==> src/rtl/fir_decim_pkg.sv <==
// fir_decim_pkg: shared FSM encoding, Q15 low-pass coefficient table and trailer bit positions.
package fir_decim_pkg;

   typedef enum logic [3:0] {
      IDLE    = 4'b0001,
      HEADER  = 4'b0010,
      DATA    = 4'b0100,
      TRAILER = 4'b1000
   } state_t;

   localparam int FIR_COEF_W = 16;
   localparam int SHORT_BIT  = 0;
   localparam int SAT_BIT    = 1;

   // Half-band style low-pass, DC gain 33916/32768 (just above unity); taps past 20 are zero.
   localparam logic signed [FIR_COEF_W-1:0] FIR_COEFS [0:63] = '{
      16'sd0, 16'sd1159, 16'sd0, -16'sd1490, 16'sd0, 16'sd2086, 16'sd0, -16'sd3477,
      16'sd0, 16'sd10430, 16'sd16500, 16'sd10430, 16'sd0, -16'sd3477, 16'sd0, 16'sd2086,
      16'sd0, -16'sd1490, 16'sd0, 16'sd1159, 16'sd0, 16'sd0, 16'sd0, 16'sd0,
      16'sd0, 16'sd0, 16'sd0, 16'sd0, 16'sd0, 16'sd0, 16'sd0, 16'sd0,
      16'sd0, 16'sd0, 16'sd0, 16'sd0, 16'sd0, 16'sd0, 16'sd0, 16'sd0,
      16'sd0, 16'sd0, 16'sd0, 16'sd0, 16'sd0, 16'sd0, 16'sd0, 16'sd0,
      16'sd0, 16'sd0, 16'sd0, 16'sd0, 16'sd0, 16'sd0, 16'sd0, 16'sd0,
      16'sd0, 16'sd0, 16'sd0, 16'sd0, 16'sd0, 16'sd0, 16'sd0, 16'sd0
   };

endpackage

==> src/rtl/fir_mac_comb.sv <==
// fir_mac_comb: sample history plus a combinational MAC over {new sample, history}, scaled back to DATA_WIDTH.
// With FIR_DECIM_SAT_EN defined out-of-range results clamp; otherwise the low DATA_WIDTH bits wrap.
module fir_mac_comb
   import fir_decim_pkg::*;
#(
   parameter int DATA_WIDTH = 16,
   parameter int COEF_WIDTH = 16,
   parameter int NUM_TAPS   = 21
) (
   input  logic                         clk,
   input  logic                         reset,
   input  logic                         shift_en,
   input  logic                         clear,
   input  logic signed [DATA_WIDTH-1:0] sample,
   output logic signed [DATA_WIDTH-1:0] result,
   output logic                         overflow
);

   localparam int ACC_W = DATA_WIDTH + COEF_WIDTH + $clog2(NUM_TAPS);
   localparam int HIST  = (NUM_TAPS > 1) ? NUM_TAPS - 1 : 1;

   logic signed [DATA_WIDTH-1:0] hist [HIST];
   logic signed [DATA_WIDTH-1:0] tap  [NUM_TAPS];
   logic signed [ACC_W-1:0]      acc;
   logic signed [ACC_W-1:0]      shifted;
   logic [ACC_W-DATA_WIDTH:0]    upper;

   // The sample being accepted is tap 0, so the history only needs NUM_TAPS-1 entries.
   always_ff @(posedge clk or posedge reset) begin
      if (reset) begin
         for (int k = 0; k < HIST; k++) hist[k] <= '0;
      end else if (clear) begin
         for (int k = 0; k < HIST; k++) hist[k] <= '0;
      end else if (shift_en) begin
         hist[0] <= sample;
         for (int k = 1; k < HIST; k++) hist[k] <= hist[k-1];
      end
   end

   always_comb begin
      tap[0] = sample;
      for (int k = 1; k < NUM_TAPS; k++) tap[k] = hist[k-1];
      acc = '0;
      for (int k = 0; k < NUM_TAPS; k++) begin
         acc = acc + ACC_W'(tap[k]) * ACC_W'(FIR_COEFS[k]);
      end
      shifted  = acc >>> (COEF_WIDTH - 1);
      upper    = shifted[ACC_W-1:DATA_WIDTH-1];
      overflow = !((&upper) || !(|upper));
`ifdef FIR_DECIM_SAT_EN
      if (overflow) begin
         result = shifted[ACC_W-1] ? {1'b1, {(DATA_WIDTH-1){1'b0}}}
                                   : {1'b0, {(DATA_WIDTH-1){1'b1}}};
      end else begin
         result = shifted[DATA_WIDTH-1:0];
      end
`else
      result = shifted[DATA_WIDTH-1:0];
`endif
   end

endmodule

==> src/rtl/fir_decim_st.sv <==
// fir_decim_st: packet-aware Avalon-ST FIR decimator; header forwarded, data filtered/decimated, status trailer appended.
// Define FIR_DECIM_SAT_EN to clamp out-of-range results and report them in trailer bit 1.
module fir_decim_st
   import fir_decim_pkg::*;
#(
   parameter int DATA_WIDTH   = 16,
   parameter int COEF_WIDTH   = 16,
   parameter int NUM_TAPS     = 21,
   parameter int FACTOR       = 2,
   parameter int HEADER_WORDS = 3
) (
   input  logic                  clk,
   input  logic                  reset,
   output logic                  data_input_ready,
   input  logic                  data_input_valid,
   input  logic                  data_input_startofpacket,
   input  logic                  data_input_endofpacket,
   input  logic [DATA_WIDTH-1:0] data_input_data,
   input  logic                  data_output_ready,
   output logic                  data_output_valid,
   output logic                  data_output_startofpacket,
   output logic                  data_output_endofpacket,
   output logic [DATA_WIDTH-1:0] data_output_data
);

`ifdef FIR_DECIM_SAT_EN
   localparam logic SAT_EN = 1'b1;
`else
   localparam logic SAT_EN = 1'b0;
`endif

   state_t                       state, state_next;
   logic [3:0]                   hdr_cnt;
   logic [3:0]                   phase;
   logic [6:0]                   samp_cnt;
   logic                         sat_flag;
   logic [DATA_WIDTH-1:0]        status;
   logic                         in_beat, out_free;
   logic                         out_load, out_sop_next, out_eop_next;
   logic [DATA_WIDTH-1:0]        out_data_next, trailer_word;
   logic                         hdr_start, hdr_inc, shift_en, status_load, trailer_fire;
   logic signed [DATA_WIDTH-1:0] mac_result;
   logic                         mac_overflow;

   assign out_free         = !data_output_valid || data_output_ready;
   assign data_input_ready = out_free && (state != TRAILER);
   assign in_beat          = data_input_valid && data_input_ready;

   fir_mac_comb #(
      .DATA_WIDTH(DATA_WIDTH),
      .COEF_WIDTH(COEF_WIDTH),
      .NUM_TAPS  (NUM_TAPS)
   ) u_mac (
      .clk     (clk),
      .reset   (reset),
      .shift_en(shift_en),
      .clear   (trailer_fire),
      .sample  (data_input_data),
      .result  (mac_result),
      .overflow(mac_overflow)
   );

   // A header cut short by eop leaves samp_cnt at 0, so the short bit covers that case too.
   always_comb begin
      trailer_word            = status;
      trailer_word[SAT_BIT]   = sat_flag & SAT_EN;
      trailer_word[SHORT_BIT] = samp_cnt < 7'(NUM_TAPS);
   end

   always_comb begin
      state_next    = state;
      out_load      = 1'b0;
      out_sop_next  = 1'b0;
      out_eop_next  = 1'b0;
      out_data_next = data_input_data;
      hdr_start     = 1'b0;
      hdr_inc       = 1'b0;
      shift_en      = 1'b0;
      status_load   = 1'b0;
      trailer_fire  = 1'b0;
      case (state)
         IDLE: begin
            if (in_beat && data_input_startofpacket) begin
               out_load     = 1'b1;
               out_sop_next = 1'b1;
               hdr_start    = 1'b1;
               state_next   = (HEADER_WORDS == 1) ? DATA : HEADER;
            end
         end
         HEADER: begin
            if (in_beat) begin
               if (data_input_endofpacket) begin
                  status_load = 1'b1;
                  state_next  = TRAILER;
               end else begin
                  out_load = 1'b1;
                  hdr_inc  = 1'b1;
                  if (hdr_cnt + 4'd1 == 4'(HEADER_WORDS)) state_next = DATA;
               end
            end
         end
         DATA: begin
            if (in_beat) begin
               if (data_input_endofpacket) begin
                  status_load = 1'b1;
                  state_next  = TRAILER;
               end else begin
                  shift_en = 1'b1;
                  if (phase == 4'(FACTOR - 1)) begin
                     out_load      = 1'b1;
                     out_data_next = mac_result;
                  end
               end
            end
         end
         TRAILER: begin
            if (out_free) begin
               out_load      = 1'b1;
               out_eop_next  = 1'b1;
               out_data_next = trailer_word;
               trailer_fire  = 1'b1;
               state_next    = IDLE;
            end
         end
         default: state_next = IDLE;
      endcase
   end

   always_ff @(posedge clk or posedge reset) begin
      if (reset) state <= IDLE;
      else       state <= state_next;
   end

   // samp_cnt saturates at NUM_TAPS since it only feeds the short-packet test.
   always_ff @(posedge clk or posedge reset) begin
      if (reset) begin
         hdr_cnt  <= '0;
         phase    <= '0;
         samp_cnt <= '0;
         sat_flag <= 1'b0;
         status   <= '0;
      end else begin
         if (hdr_start)    hdr_cnt <= 4'd1;
         else if (hdr_inc) hdr_cnt <= hdr_cnt + 4'd1;
         if (status_load)  status  <= data_input_data;
         if (trailer_fire) begin
            phase    <= '0;
            samp_cnt <= '0;
            sat_flag <= 1'b0;
         end else if (shift_en) begin
            phase <= (phase == 4'(FACTOR - 1)) ? '0 : phase + 4'd1;
            if (samp_cnt < 7'(NUM_TAPS)) samp_cnt <= samp_cnt + 7'd1;
            if (phase == 4'(FACTOR - 1) && mac_overflow) sat_flag <= 1'b1;
         end
      end
   end

   always_ff @(posedge clk or posedge reset) begin
      if (reset) begin
         data_output_valid         <= 1'b0;
         data_output_startofpacket <= 1'b0;
         data_output_endofpacket   <= 1'b0;
         data_output_data          <= '0;
      end else if (out_load) begin
         data_output_valid         <= 1'b1;
         data_output_startofpacket <= out_sop_next;
         data_output_endofpacket   <= out_eop_next;
         data_output_data          <= out_data_next;
      end else if (data_output_ready) begin
         data_output_valid         <= 1'b0;
      end
   end

endmodule

==> config.mk <==
export PLATFORM = sky130hd
export DESIGN_NAME = fir_decim_st
export DESIGN_NICKNAME = d
export VERILOG_FILES = /design/src/rtl/fir_decim_pkg.sv /design/src/rtl/fir_mac_comb.sv /design/src/rtl/fir_decim_st.sv
export SDC_FILE = /design/constraint.sdc
export NUM_CORES = 2
export LEC_CHECK = 0
export CAP_MARGIN = 5
export CORE_MARGIN = 5
export CORE_UTILIZATION = 35
export CTS_CLUSTER_SIZE = 16
export DETAILED_ROUTE_END_ITERATION = 10
export GPL_ROUTABILITY_DRIVEN = 1
export GPL_TIMING_DRIVEN = 0
export SLEW_MARGIN = 20
export SYNTH_ARGS = -nofsm -noshare
export SYNTH_HDL_FRONTEND = slang
export SYNTH_SLANG_ARGS = --single-unit
==> constraint.sdc <==
create_clock -name clk -period 32 [get_ports clk]
set_input_delay 8 -clock clk [delete_from_list [all_inputs] [get_ports clk]]
set_output_delay 8 -clock clk [all_outputs]
set_load 0.01 [all_outputs]
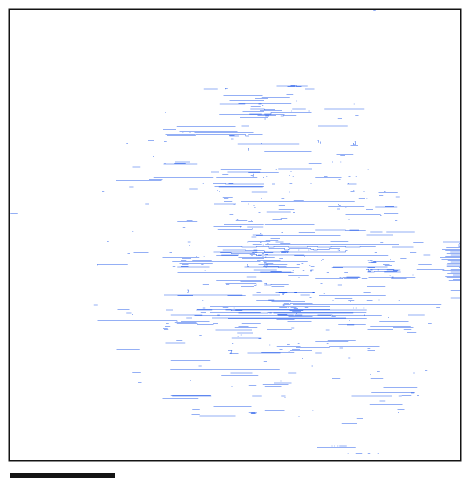
(M3 wires)
Bar = 100 microns.
- main direction: horizontal
- share of all routed wire: 5.0%
Final Routed Wirelength: 170000 microns
met3 track demand over resource in global routing: 0.0227

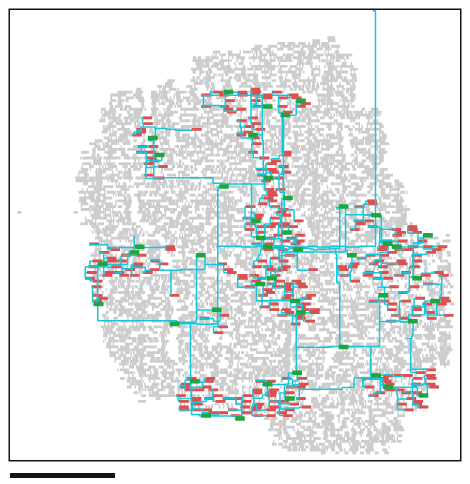
(routed clock nets over the placement)
Bar = 100 microns.
- clock wires: cyan (length 6220 microns)
- flip-flops: red (count 356)
- cells driving clock nets: green (count 46)
- routed clock nets: 47

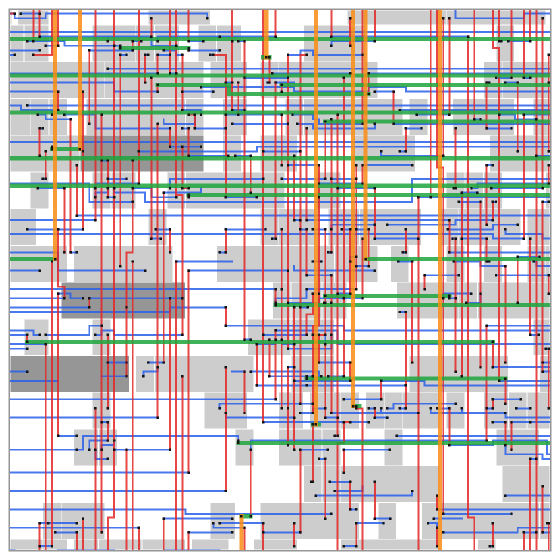
(layout detail)
Region (194, 108) to (234, 148) microns. Cells in gray, sequential cells in the stronger gray; small squares are vias.
- met1: blue
- met2: red
- met3: green
- met4: orange
- netlist names of flops here include: `u_mac.hist` (3)
- cells with their middle in the window: 103
- sequential cells in the window: 3
- most frequent: inv_1 (34), fa_1 (15)

worst min-delay path by stage:
stage | start | to | slack [ns] | depth (start not counted)
4_1_cts | data_output_data[4] | data_output_data[4] | 0.48 | 2
2_1_floorplan | samp_cnt[6] | samp_cnt[6] | 0.46 | 2
3_3_place_gp | data_output_data[4] | data_output_data[4] | 0.46 | 2
3_5_place_dp | data_output_data[4] | data_output_data[4] | 0.47 | 2
5_1_grt | data_output_data[4] | data_output_data[4] | 0.51 | 2
6_report | data_output_data[4] | data_output_data[4] | 0.48 | 2
state kept, by name, summed over array words and instances (netlist names), 4 cells and up:
register          flops
u_mac.hist          304
state                 4
hdr_cnt               4
phase                 4
status               14
samp_cnt              7
data_output_data     16
==> notes.md <==
Purpose: to document the outcome of synthesis and place and route.

Power
The fraction of power consumed by the clock network is 0.353. The fraction of power consumed by sequential logic is 0.334. The internal cell power is roughly 1 mW.

Sequential power for this build is approximately 0.5 mW. The switching share of power is 0.358. The share of power burned in combinational logic is 0.314.

Final timing
The final tally of hold violations is 0. Across all hold checks on the routed design, the worst slack comes to roughly 0.48 ns. Setup repair after global routing left no endpoint under its margin.

Routing
For this block, the initial DRC count from the detailed router was approximately 2.5k. In this run the top signal layer used is met4. The routed design uses between 70000 and 80000 microns of met2 wire.

Detailed routing inserted a total of between 40k and 50k vias. The wire length on met3 is roughly 8500 microns. The average wire per cell in the routed design is approximately 19 microns.

Final layout
The sequential cells in the finished layout cover a total of just under 9000 sq um. The top cell type in the final layout, fill and taps aside, is inv_1. After the flow finishes, the layout carries non-filler instances totaling 9051. The share of cell area taken by flip-flops and latches is 0.135.

The number of diodes added for antenna fixing is 3. Of the cells placed in the final design, the portion with a size suffix greater than 1 is 0.0237. The count of sequential standard cells is ~360.

Floorplanning
The area of the core is around 170000 sq um. The report lists the number of standard-cell rows as 153. According to the floorplan report, the die width is roughly 430 microns.

Critical path
The most repeated library cell on the critical path is clkdlybuf4s50_1. The critical path starts at data_output_ready.

Synth
Of the total synthesized cell area, the portion taken by AND, OR, NAND and NOR gates is 0.0834. The count of instantiated cells in the yosys netlist is about 6.6k. Synthesis inferred about 360 register bits. The cell with the most instances after synthesis is inv_1.

Run status
The flow ran to the end, and the final reports show no timing, DRC or antenna violations.

Clock tree
The clock-pin slew of the registers on the worst-case setup and hold paths is ~0.060 ns. Per the repair_timing log after CTS, setup buffers inserted total 0.

Global routing
The via count of the first global-routing pass is about 46k. The largest net degree at the start of global routing is ~96. In the global route stage, overall resource usage came out at 0.190. Looking at the global route congestion table, the highest-usage layer is met2.

The initial antenna violation count was 6.

Flow run
The number of OpenROAD warnings is 128.

Placement
According to the dpl log, the detail-placed design has an HPWL of between 100000 and 150000 microns.
Power figures rest on the tool's default switching activity, not on a simulated workload.
